===== src/rtl/rr_lock_arbiter.sv =====
// Round-robin arbiter with a held, registered one-hot grant and a hold timer
// that preempts an owner exceeding MAX_HOLD cycles while others are waiting.
module rr_lock_arbiter #(
  parameter int N        = 4,
  parameter int MAX_HOLD = 16,
  localparam int IDW     = (N > 1) ? $clog2(N) : 1,
  localparam int HW      = (MAX_HOLD > 1) ? $clog2(MAX_HOLD) : 1
) (
  input  logic           clk,
  input  logic           rst,
  input  logic [N-1:0]   req,
  output logic [N-1:0]   gnt,
  output logic           gnt_valid,
  output logic [IDW-1:0] gnt_id,
  output logic           preempt
);

  typedef enum logic [0:0] {
    ST_IDLE = 1'b0,
    ST_OWN  = 1'b1
  } state_t;

  localparam logic [HW-1:0] HOLD_LAST = HW'(MAX_HOLD - 1);

  state_t         state_q, state_d;
  logic [N-1:0]   gnt_q, gnt_d;
  logic           valid_q, valid_d;
  logic [IDW-1:0] id_q, id_d;
  logic           pre_q, pre_d;
  logic [IDW-1:0] ptr_q, ptr_d;
  logic [HW-1:0]  hold_q, hold_d;

  logic [N-1:0]   others_s;
  logic [IDW-1:0] nxt_s;
  logic [IDW-1:0] pick_ptr_s;
  logic [IDW-1:0] pick_nxt_s;

  // First set request bit at or after start, wrapping cyclically.
  function automatic logic [IDW-1:0] rr_pick(input logic [N-1:0] r, input logic [IDW-1:0] start);
    logic [IDW-1:0] idx;
    logic           found;
    rr_pick = start;
    found   = 1'b0;
    for (int k = 0; k < N; k++) begin
      idx = IDW'((int'(start) + k) % N);
      if (!found && r[idx]) begin
        rr_pick = idx;
        found   = 1'b1;
      end
    end
  endfunction

  function automatic logic [IDW-1:0] next_idx(input logic [IDW-1:0] idx);
    if (int'(idx) == N - 1) begin
      next_idx = {IDW{1'b0}};
    end else begin
      next_idx = idx + IDW'(1);
    end
  endfunction

  function automatic logic [N-1:0] to_onehot(input logic [IDW-1:0] idx);
    to_onehot      = {N{1'b0}};
    to_onehot[idx] = 1'b1;
  endfunction

  assign others_s   = req & ~gnt_q;
  assign nxt_s      = next_idx(id_q);
  assign pick_ptr_s = rr_pick(req, ptr_q);
  assign pick_nxt_s = rr_pick(req, nxt_s);

  // Next-state decision: release beats timeout, timeout beats hold.
  always_comb begin
    state_d = state_q;
    gnt_d   = gnt_q;
    valid_d = valid_q;
    id_d    = id_q;
    pre_d   = 1'b0;
    ptr_d   = ptr_q;
    hold_d  = hold_q;

    case (state_q)
      ST_IDLE: begin
        if (|req) begin
          state_d = ST_OWN;
          id_d    = pick_ptr_s;
          gnt_d   = to_onehot(pick_ptr_s);
          valid_d = 1'b1;
          hold_d  = {HW{1'b0}};
        end else begin
          gnt_d   = {N{1'b0}};
          valid_d = 1'b0;
          id_d    = {IDW{1'b0}};
        end
      end
      ST_OWN: begin
        if (!req[id_q]) begin
          ptr_d  = nxt_s;
          hold_d = {HW{1'b0}};
          if (|others_s) begin
            id_d    = pick_nxt_s;
            gnt_d   = to_onehot(pick_nxt_s);
            valid_d = 1'b1;
          end else begin
            state_d = ST_IDLE;
            id_d    = {IDW{1'b0}};
            gnt_d   = {N{1'b0}};
            valid_d = 1'b0;
          end
        end else if ((hold_q == HOLD_LAST) && (|others_s)) begin
          // Owner still requesting, so the cyclic search from i+1 lands on a waiter.
          ptr_d   = nxt_s;
          id_d    = pick_nxt_s;
          gnt_d   = to_onehot(pick_nxt_s);
          valid_d = 1'b1;
          pre_d   = 1'b1;
          hold_d  = {HW{1'b0}};
        end else begin
          if (hold_q != HOLD_LAST) begin
            hold_d = hold_q + HW'(1);
          end else begin
            hold_d = hold_q;
          end
        end
      end
      default: begin
        state_d = ST_IDLE;
        gnt_d   = {N{1'b0}};
        valid_d = 1'b0;
        id_d    = {IDW{1'b0}};
        ptr_d   = {IDW{1'b0}};
        hold_d  = {HW{1'b0}};
      end
    endcase
  end

  // State and output registers; reset clears everything.
  always_ff @(posedge clk) begin
    if (rst) begin
      state_q <= ST_IDLE;
      gnt_q   <= {N{1'b0}};
      valid_q <= 1'b0;
      id_q    <= {IDW{1'b0}};
      pre_q   <= 1'b0;
      ptr_q   <= {IDW{1'b0}};
      hold_q  <= {HW{1'b0}};
    end else begin
      state_q <= state_d;
      gnt_q   <= gnt_d;
      valid_q <= valid_d;
      id_q    <= id_d;
      pre_q   <= pre_d;
      ptr_q   <= ptr_d;
      hold_q  <= hold_d;
    end
  end

  assign gnt       = gnt_q;
  assign gnt_valid = valid_q;
  assign gnt_id    = id_q;
  assign preempt   = pre_q;

endmodule


===== config.mk =====
export PLATFORM = sky130hd
export DESIGN_NAME = rr_lock_arbiter
export DESIGN_NICKNAME = d
export VERILOG_FILES = /design/src/rtl/rr_lock_arbiter.sv
export SDC_FILE = /design/constraint.sdc
export NUM_CORES = 1
export LEC_CHECK = 0
export CELL_PAD_IN_SITES_DETAIL_PLACEMENT = 0
export CELL_PAD_IN_SITES_GLOBAL_PLACEMENT = 1
export CORE_ASPECT_RATIO = 1.75
export CORE_MARGIN = 2
export CORE_UTILIZATION = 30
export CTS_CLUSTER_SIZE = 30
export DETAILED_ROUTE_END_ITERATION = 10
export PLACE_DENSITY = 0.59
export SETUP_SLACK_MARGIN = 0.02
export SYNTH_ARGS = -nofsm -noshare
export SYNTH_HDL_FRONTEND = slang
export SYNTH_SLANG_ARGS = --single-unit

===== constraint.sdc =====
create_clock -name clk -period 3 [get_ports clk]
set_clock_uncertainty 0.2 [all_clocks]
set_input_delay 0.6 -clock clk [delete_from_list [all_inputs] [get_ports clk]]
set_output_delay 0.6 -clock clk [all_outputs]
set_load 0.01 [all_outputs]

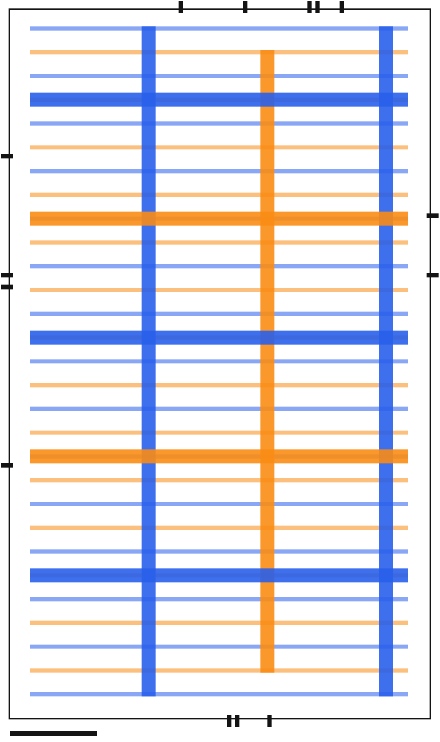
Run 1: supply network
Bar = 10 um. Pins as bars on the die edge.
[orange] VDD
[blue] VSS
met5 straps: 5
met4 straps: 3

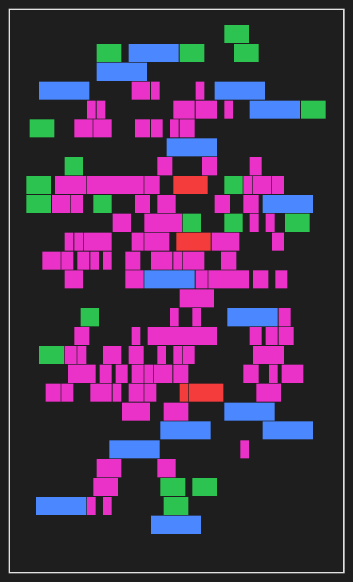
Run 1: cell classes on the final placement
[blue] flops | cells: 15 | share of their area: 25%
[magenta] combinational and other logic | cells: 99 | share of their area: 56%
[green] other buffers and delay cells | cells: 19 | share of their area: 15%
[red] clock drivers and dummy loads | cells: 4 | share of their area: 3.8%
Rows: 28
post-route cell area: 1250 um^2

==> deck_impl_summary.md, run 1 <==
Flow Results at a Glance

Cells and area
  • Most frequent cells in the layout: nor2_1, dfxtp_1, clkdlybuf4s50_1, a21oi_1, nand2_1
  • Flip-flops: 15
  • Clkbuf count: 4
  • Final Core Density: between 30% and 40%
  • Share of layout cells above drive strength 1: approximately 15%
  • Max-area cell class: logic gates
  • Nonclk inv count: 4
  • Multi-input gate area: 661 um^2
  • NonClk Buf Share: 14.0%
  • Fillers: 372
  • Antenna cell count: 0
  • Logic share of the area: 52.7%
  • Register area: 300 um^2
  • Clock buf/inv share: 3.60%
  • Buffers excl. clock: 19
  • Flop share of the area: 24.0%

Clock network
  • Longest Clk Path Bufs: 2
  • H-tree depth: 1
  • CTS tree: built
  • Post-cts resize count: 0
  • Clock sink count: 15
  • Clock-pin slew on the worst setup and hold paths: 60 ps
  • Late-Pin Clk Latency: 250 ps
  • CTS buffer count: 3
  • Root Buffer: clkbuf_8

Placement
  • Placed inst area: 1210 um^2
  • Port Buf Inserts: 13
  • Placer Congestion: 0.835
  • Detailed placer's ending HPWL: 2.24 mm

Critical path
  • Slowest stage delay, CP: 540 ps
  • WP buf/inv: 1
  • Critical Path Fanout Max: 5
  • Crit path required time: 2920 ps
  • Critical path startpoint category: primary input
  • R2r startpoint: gnt_id[0]
  • Critical path capture point: hold_q[1]
  • Setup CP Type: in -> reg
  • CP Launch Point: req[0]
  • Worst Path Arrival: 2510 ps
  • Path depth of the worst reg2reg path: 6
  • Critical Path End Type: flip-flop
  • Slowest CP cell: or4_4
  • R2R setup slack: 710 ps
  • Largest delay contributor family on the critical path: simple AND/OR/NAND/NOR gates
  • Cell depth of the worst setup path: 6

Route
  • WL final: 2.80 mm
  • Max layer used: met4
  • DRT Pass-1 Iters: 4
  • DR vias: slightly below 1000
  • Drt initial violations: 36
  • DR vias/cell: 5.35
  • Post-DR wirelength/cell: 15.4 um
  • Metal-1 WL: ~1.1 mm
  • WL met3: 52 um
  • Metal2 WL: about 1.5 mm

Worst hold path
  • Hold Crit Endpoint: gnt_valid
  • WHS Path Cells: 1
  • Worst Min Path Start: gnt_valid
  • Worst min path class: reg -> reg

Power and ir drop
  • Power Clock: ~0.17 mW
  • Switching Fraction: 34.6%
  • Highest-power group: sequential cells
  • NetSw: approximately 0.22 mW
  • Static Leakage: 0.471 nW
  • Clk pwr share: 26.5%
  • Comb power frac: 35.2%
  • Comb pwr: 0.227 mW
  • P_seq: 0.246 mW
  • Peak VDD IR: 0.251 mV
  • P_int: 0.421 mW
  • Flop pwr share: 38.2%
  • Power per cell area: 514 nW/um^2

Synth
  • Cell taking the most area after synthesis: dfxtp_1
  • Top cells by area: dfxtp_1, nor2_1, a21oi_1
  • Aoi share: a little under 30%
  • Yosys warnings: 0
  • Top post-synthesis cells by count: dfxtp_1, nor2_1, a21oi_1
  • Area share, top type: 29.6%
  • Post-synthesis sequential area ratio: just under 30%
  • Main logic family: AND-OR/OR-AND gates
  • Yosys cell count: 120
  • Post-Syn Instances: 120
  • Post-synth ARST share: 0%
  • Basic Gates by Area: 26.7%
  • Mux share: between 5 and 6%
  • Count of library flops with an enable pin: 0
  • Syn avg cell area: 8.47 um^2
  • Post-Syn Area: 1020 um^2
  • Netlist cell types: 42
  • Yosys stat area: 1020 um^2
  • Floorplan Nets: about 130
  • Yosys xor share: 0.862%
  • Dominant flop cell: dfxtp_1

Global route
  • GR peak layer: met2
  • Initial antenna violation count: 0
  • GRT overflow: 0
  • Met3 Usage GRT: 2.00%
  • Gr usage total: 16.2%
  • Largest net degree at the start of global routing: 14
  • M2 GR Usage: 28.8%
  • First-pass GRT wire length: about 4.3 mm

Final timing
  • Post-layout min period: 2590 ps
  • Rel. slew slack: 61.5%
  • Fmax: approximately 0.39 GHz
  • Setup_tns: 0 ps
  • Worst setup slack after layout: ~410 ps
  • Final Cycle Share: between 80% and 90%
  • RSZ-0062 raised after global routing: false
  • Final Hold Violating Endpoints: 0
  • Final setup vio count: 0
  • Max-slew violations: 0

Floorplanning
  • Tap cells: approximately 45
  • Full die area: 3890 um^2
  • Die Span X: 48.0 um
  • Area of the core: 3290 um^2
  • Die Y: between 80 and 90 um

Flow run
  • OpenROAD warning count: 26
  • Max-cap violations: 0

Run status
  • Status: completed
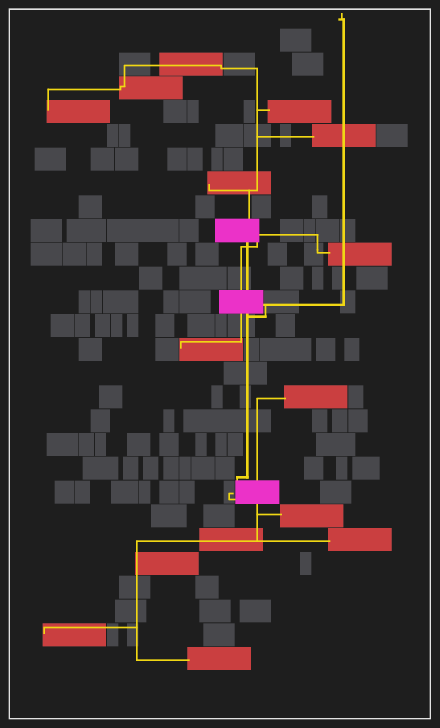
Run 1: routed clock nets over the placement
[yellow] clock wires | length: 264 um
[magenta] clock drivers | count: 3
[red] flip-flops | count: 15
routed clock nets: 4

Run 1, wiring by layer:
Bar = 10 um.
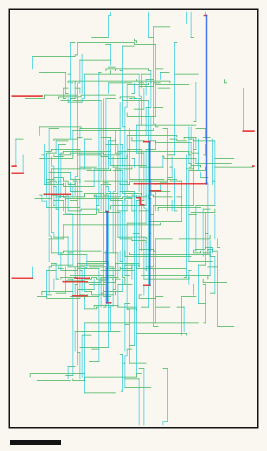

## Run 2: what changed since run 1
- CTS_CLUSTER_DIAMETER: unset -> 80
- RECOVER_POWER: unset -> 25
- SLEW_MARGIN: unset -> 10
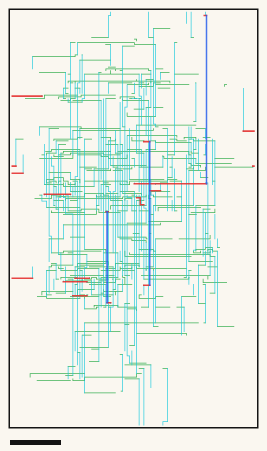
Run 2: wiring by layer
Bar = 10 um.
[blue] metal 4 | wire length: 78.2 um
[green] metal 1 | wire length: 1120 um
[red] metal 3 | wire length: 52.2 um
[cyan] metal 2 | wire length: 1550 um

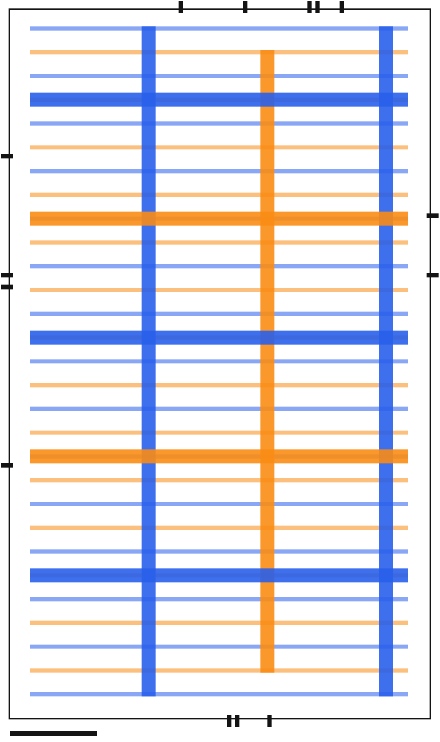
Run 2: supply network
Bar = 10 um. Pins as bars on the die edge.
[orange] VDD
[blue] VSS
met5 straps: 5
rows: 28
Peak VDD IR: 0.251 mV
Die Span X: 48.0 um
Die Y: 81.0 um

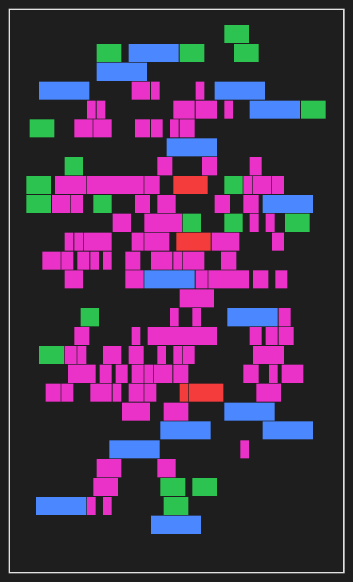
Run 2: cell classes on the final placement
[blue] flops | cells: 15 | share of their area: 25%
[red] clock drivers and dummy loads | cells: 4 | share of their area: 3.8%
[magenta] combinational and other logic | cells: 99 | share of their area: 56%
[green] other buffers and delay cells | cells: 19 | share of their area: 15%
area of the core: 3290 um^2
flop share of the area: 24.0%
Final Core Density: 38.0%

==> deck_impl_summary.md, run 2 <==
Flow Results at a Glance

Final timing
  • Final setup vio count: 0 (unchanged)
  • RSZ-0062 raised after global routing: false
  • Rel. slew slack: 61.2% (-0.22 points)
  • Worst setup slack after layout: 414 ps (+0.308 ps)
  • Final Cycle Share: 86.2% (about the same)
  • Post-layout min period: 2590 ps (-0.308 ps)

Critical path
  • R2r startpoint: gnt_id[0]
  • Worst Path Arrival: 2510 ps (about the same)
  • Largest delay contributor family on the critical path: simple AND/OR/NAND/NOR gates
  • Path depth of the worst reg2reg path: 6 (unchanged)
  • Critical path startpoint category: primary input
  • Critical path capture point: hold_q[1]
  • Setup CP Type: in -> reg
  • R2R setup slack: 710 ps (about the same)
  • CP Launch Point: req[0]
  • Cell depth of the worst setup path: 6 (unchanged)

Clock network
  • H-tree depth: 1 (unchanged)
  • Root Buffer: clkbuf_8
  • Post-cts resize count: 0 (unchanged)
  • CTS buffer count: 3 (unchanged)
  • Late-Pin Clk Latency: 250 ps (about the same)
  • Longest Clk Path Bufs: 2 (unchanged)
  • Clock-pin slew on the worst setup and hold paths: 60 ps (about the same)
  • CTS tree: built

Cells and area
  • Nonclk inv count: 4 (unchanged)
  • Buffers excl. clock: 19 (unchanged)
  • Multi-input gate area: 661 um^2 (unchanged)
  • Max-area cell class: logic gates
  • Most frequent cells in the layout: nor2_1, dfxtp_1, a21oi_1, clkdlybuf4s50_1, nand2_1
  • NonClk Buf Share: 14.0% (unchanged)
  • Flip-flops: 15 (unchanged)
  • Share of layout cells above drive strength 1: 14.6% (unchanged)

Route
  • DRT Pass-1 Iters: 4 (unchanged)
  • Metal-1 WL: 1.12 mm (about the same)
  • DR vias/cell: 5.35 (-0.10%)
  • Max layer used: met4
  • WL met3: 52 um (unchanged)

Flow run
  • Max-cap violations: 0 (unchanged)
  • OpenROAD warning count: 26 (unchanged)

Placement
  • Placer Congestion: 0.835 (unchanged)

Power and ir drop
  • Flop pwr share: 38.4% (+0.2 points)
  • Power Clock: 0.171 mW (about the same)
  • Power per cell area: 511 nW/um^2 (-0.51%)
  • Static Leakage: 0.484 nW (+2.7%)
  • Comb power frac: 34.9% (-0.3 points)
  • Comb pwr: 0.224 mW (about the same)
  • Clk pwr share: 26.7% (+0.2 points)

Floorplanning
  • Tap cells: 45 (unchanged)
  • Full die area: 3890 um^2 (unchanged)
  • Rows: 28 (unchanged)

Synth
  • Yosys xor share: 0.862% (unchanged)
  • Post-synth ARST share: 0% (unchanged)
  • Floorplan Nets: 128 (unchanged)
  • Dominant flop cell: dfxtp_1
  • Yosys stat area: 1020 um^2 (unchanged)
  • Basic Gates by Area: 26.7% (unchanged)
  • Yosys cell count: 120 (unchanged)
  • Area share, top type: 29.6% (unchanged)
  • Post-Syn Instances: 120 (unchanged)
  • Cell taking the most area after synthesis: dfxtp_1
  • Yosys warnings: 0 (unchanged)
  • Main logic family: AND-OR/OR-AND gates
  • Top post-synthesis cells by count: dfxtp_1, nor2_1, a21oi_1
  • Netlist cell types: 42 (unchanged)
  • Mux share: 5.17% (unchanged)

Global route
  • M2 GR Usage: 28.8% (unchanged)
  • Largest net degree at the start of global routing: 14 (unchanged)
  • First-pass GRT wire length: 4.30 mm (unchanged)
  • Initial antenna violation count: 0 (unchanged)

Worst hold path
  • Hold Crit Endpoint: gnt_valid
  • WHS Path Cells: 1 (unchanged)
  • Worst min path class: reg -> reg
  • Worst Min Path Start: gnt_valid

Run status
  • Status: completed
Run 2, track usage over the die:
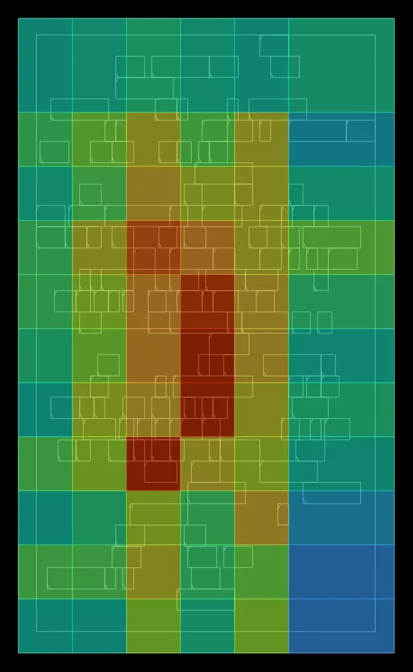

## Run 3: what changed since run 2
- CORE_MARGIN: 2 -> 1
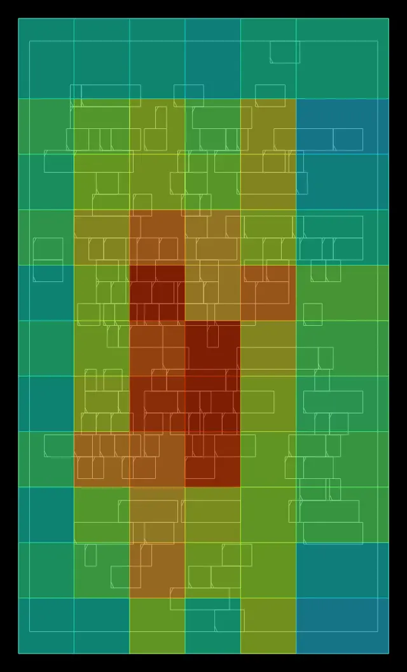
Run 3: track usage over the die
met3 Usage GRT: 2.50%
GR peak layer: met2
gr usage total: 16.7%

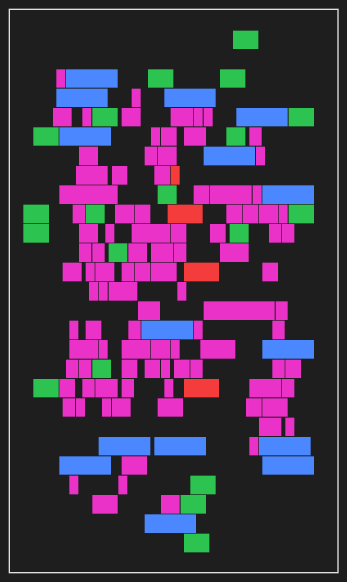
Run 3: cell classes on the final placement
[green] other buffers and delay cells | cells: 19 | share of their area: 15%
[red] clock drivers and dummy loads | cells: 4 | share of their area: 3.8%
[magenta] combinational and other logic | cells: 99 | share of their area: 56%
[blue] flops | cells: 15 | share of their area: 25%
area of the core: 3180 um^2
post-route cell area: 1250 um^2
Final Core Density: 39.4%
Rows: 27
flop share of the area: 24.0%

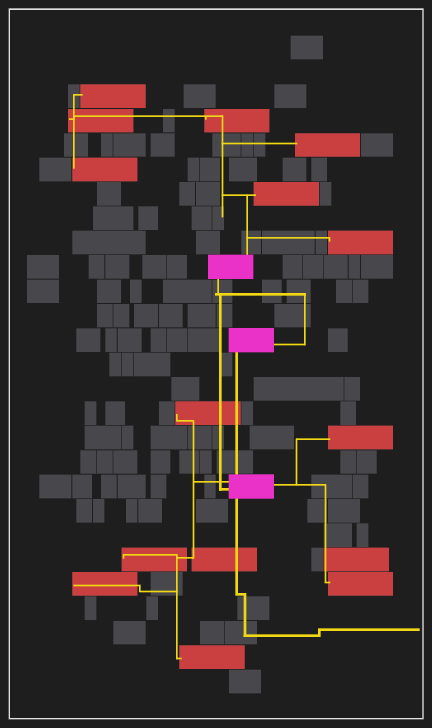
Run 3: routed clock nets over the placement
Clk pwr share: 26.4%
Late-Pin Clk Latency: 250 ps
Power Clock: 0.168 mW

==> deck_impl_summary.md, run 3 <==
Flow Results at a Glance

Run status
  • Status: completed

Critical path
  • R2r startpoint: gnt_id[0]
  • Critical path capture point: hold_q[3]
  • CP Launch Point: req[0]
  • Setup CP Type: in -> reg
  • R2R setup slack: 660 ps (-50 ps)
  • Cell depth of the worst setup path: 7 (+1)
  • Path depth of the worst reg2reg path: 6 (unchanged)
  • Critical path startpoint category: primary input
  • Worst Path Arrival: 2590 ps (+80 ps)

Placement
  • Placed cells: 176
  • Placer Congestion: 0.866 (+3.8%)

Global route
  • M2 GR Usage: 29.4% (+0.64 points)
  • First-pass GRT wire length: 4.37 mm (+1.8%)
  • Largest net degree at the start of global routing: 14 (unchanged)
  • Initial antenna violation count: 0 (unchanged)

Synth
  • Dominant flop cell: dfxtp_1
  • Basic Gates by Area: 26.7% (unchanged)
  • Mux share: 5.17% (unchanged)
  • Yosys stat area: 1020 um^2 (unchanged)
  • Post-Syn Instances: 120 (unchanged)
  • Main logic family: AND-OR/OR-AND gates
  • Top post-synthesis cells by count: dfxtp_1, nor2_1, a21oi_1
  • Netlist cell types: 42 (unchanged)
  • Yosys xor share: 0.862% (unchanged)
  • Yosys warnings: 0 (unchanged)
  • Floorplan Nets: 128 (unchanged)
  • Syn avg cell area: between 8 and 9 um^2
  • Post-synth ARST share: 0% (unchanged)
  • Area share, top type: 29.6% (unchanged)
  • Yosys cell count: 120 (unchanged)
  • Cell taking the most area after synthesis: dfxtp_1

Final timing
  • Final Cycle Share: 86.8% (+0.58 points)
  • Rel. slew slack: 62.0% (+0.76 points)
  • RSZ-0062 raised after global routing: false
  • Final setup vio count: 0 (unchanged)
  • Post-layout min period: 2600 ps (+17.3 ps)
  • Worst setup slack after layout: 397 ps (-17.3 ps)

Floorplanning
  • Full die area: 3630 um^2 (-6.5%)
  • Die Span X: 46.0 um (-4.2%)
  • Tap cells: 43 (-4.4%)

Cells and area
  • Max-area cell class: logic gates
  • Multi-input gate area: 661 um^2 (unchanged)
  • Most frequent cells in the layout: nor2_1, dfxtp_1, a21oi_1, clkdlybuf4s50_1, nand2_1
  • Nonclk inv count: 4 (unchanged)
  • Share of layout cells above drive strength 1: 14.6% (unchanged)
  • Flip-flops: 15 (unchanged)
  • NonClk Buf Share: 14.0% (+0.028 points)
  • Buffers excl. clock: 19 (unchanged)

Worst hold path
  • Hold Crit Endpoint: gnt_valid
  • Worst min path class: reg -> reg
  • WHS Path Cells: 1 (unchanged)

Clock network
  • Root Buffer: clkbuf_8
  • Post-cts resize count: 0 (unchanged)
  • Longest Clk Path Bufs: 2 (unchanged)
  • H-tree depth: 1 (unchanged)
  • CTS buffer count: 3 (unchanged)
  • CTS tree: built
  • Clock-pin slew on the worst setup and hold paths: 60 ps (about the same)

Flow run
  • OpenROAD warning count: 26 (unchanged)
  • Max-cap violations: 0 (unchanged)

Power and ir drop
  • Peak VDD IR: 0.198 mV (-21%)
  • Static Leakage: 0.484 nW (unchanged)
  • Comb power frac: 35.1% (+0.2 points)
  • Power per cell area: 509 nW/um^2 (-0.48%)
  • Flop pwr share: 38.5% (about the same)
  • Comb pwr: 0.223 mW (about the same)

Route
  • WL met3: 67 um (+29%)
  • DR vias/cell: 5.52 (+3.2%)
  • DRT Pass-1 Iters: 4 (unchanged)
  • Metal-1 WL: 1.09 mm (-2.5%)
Power and IR drop assume default switching activity.
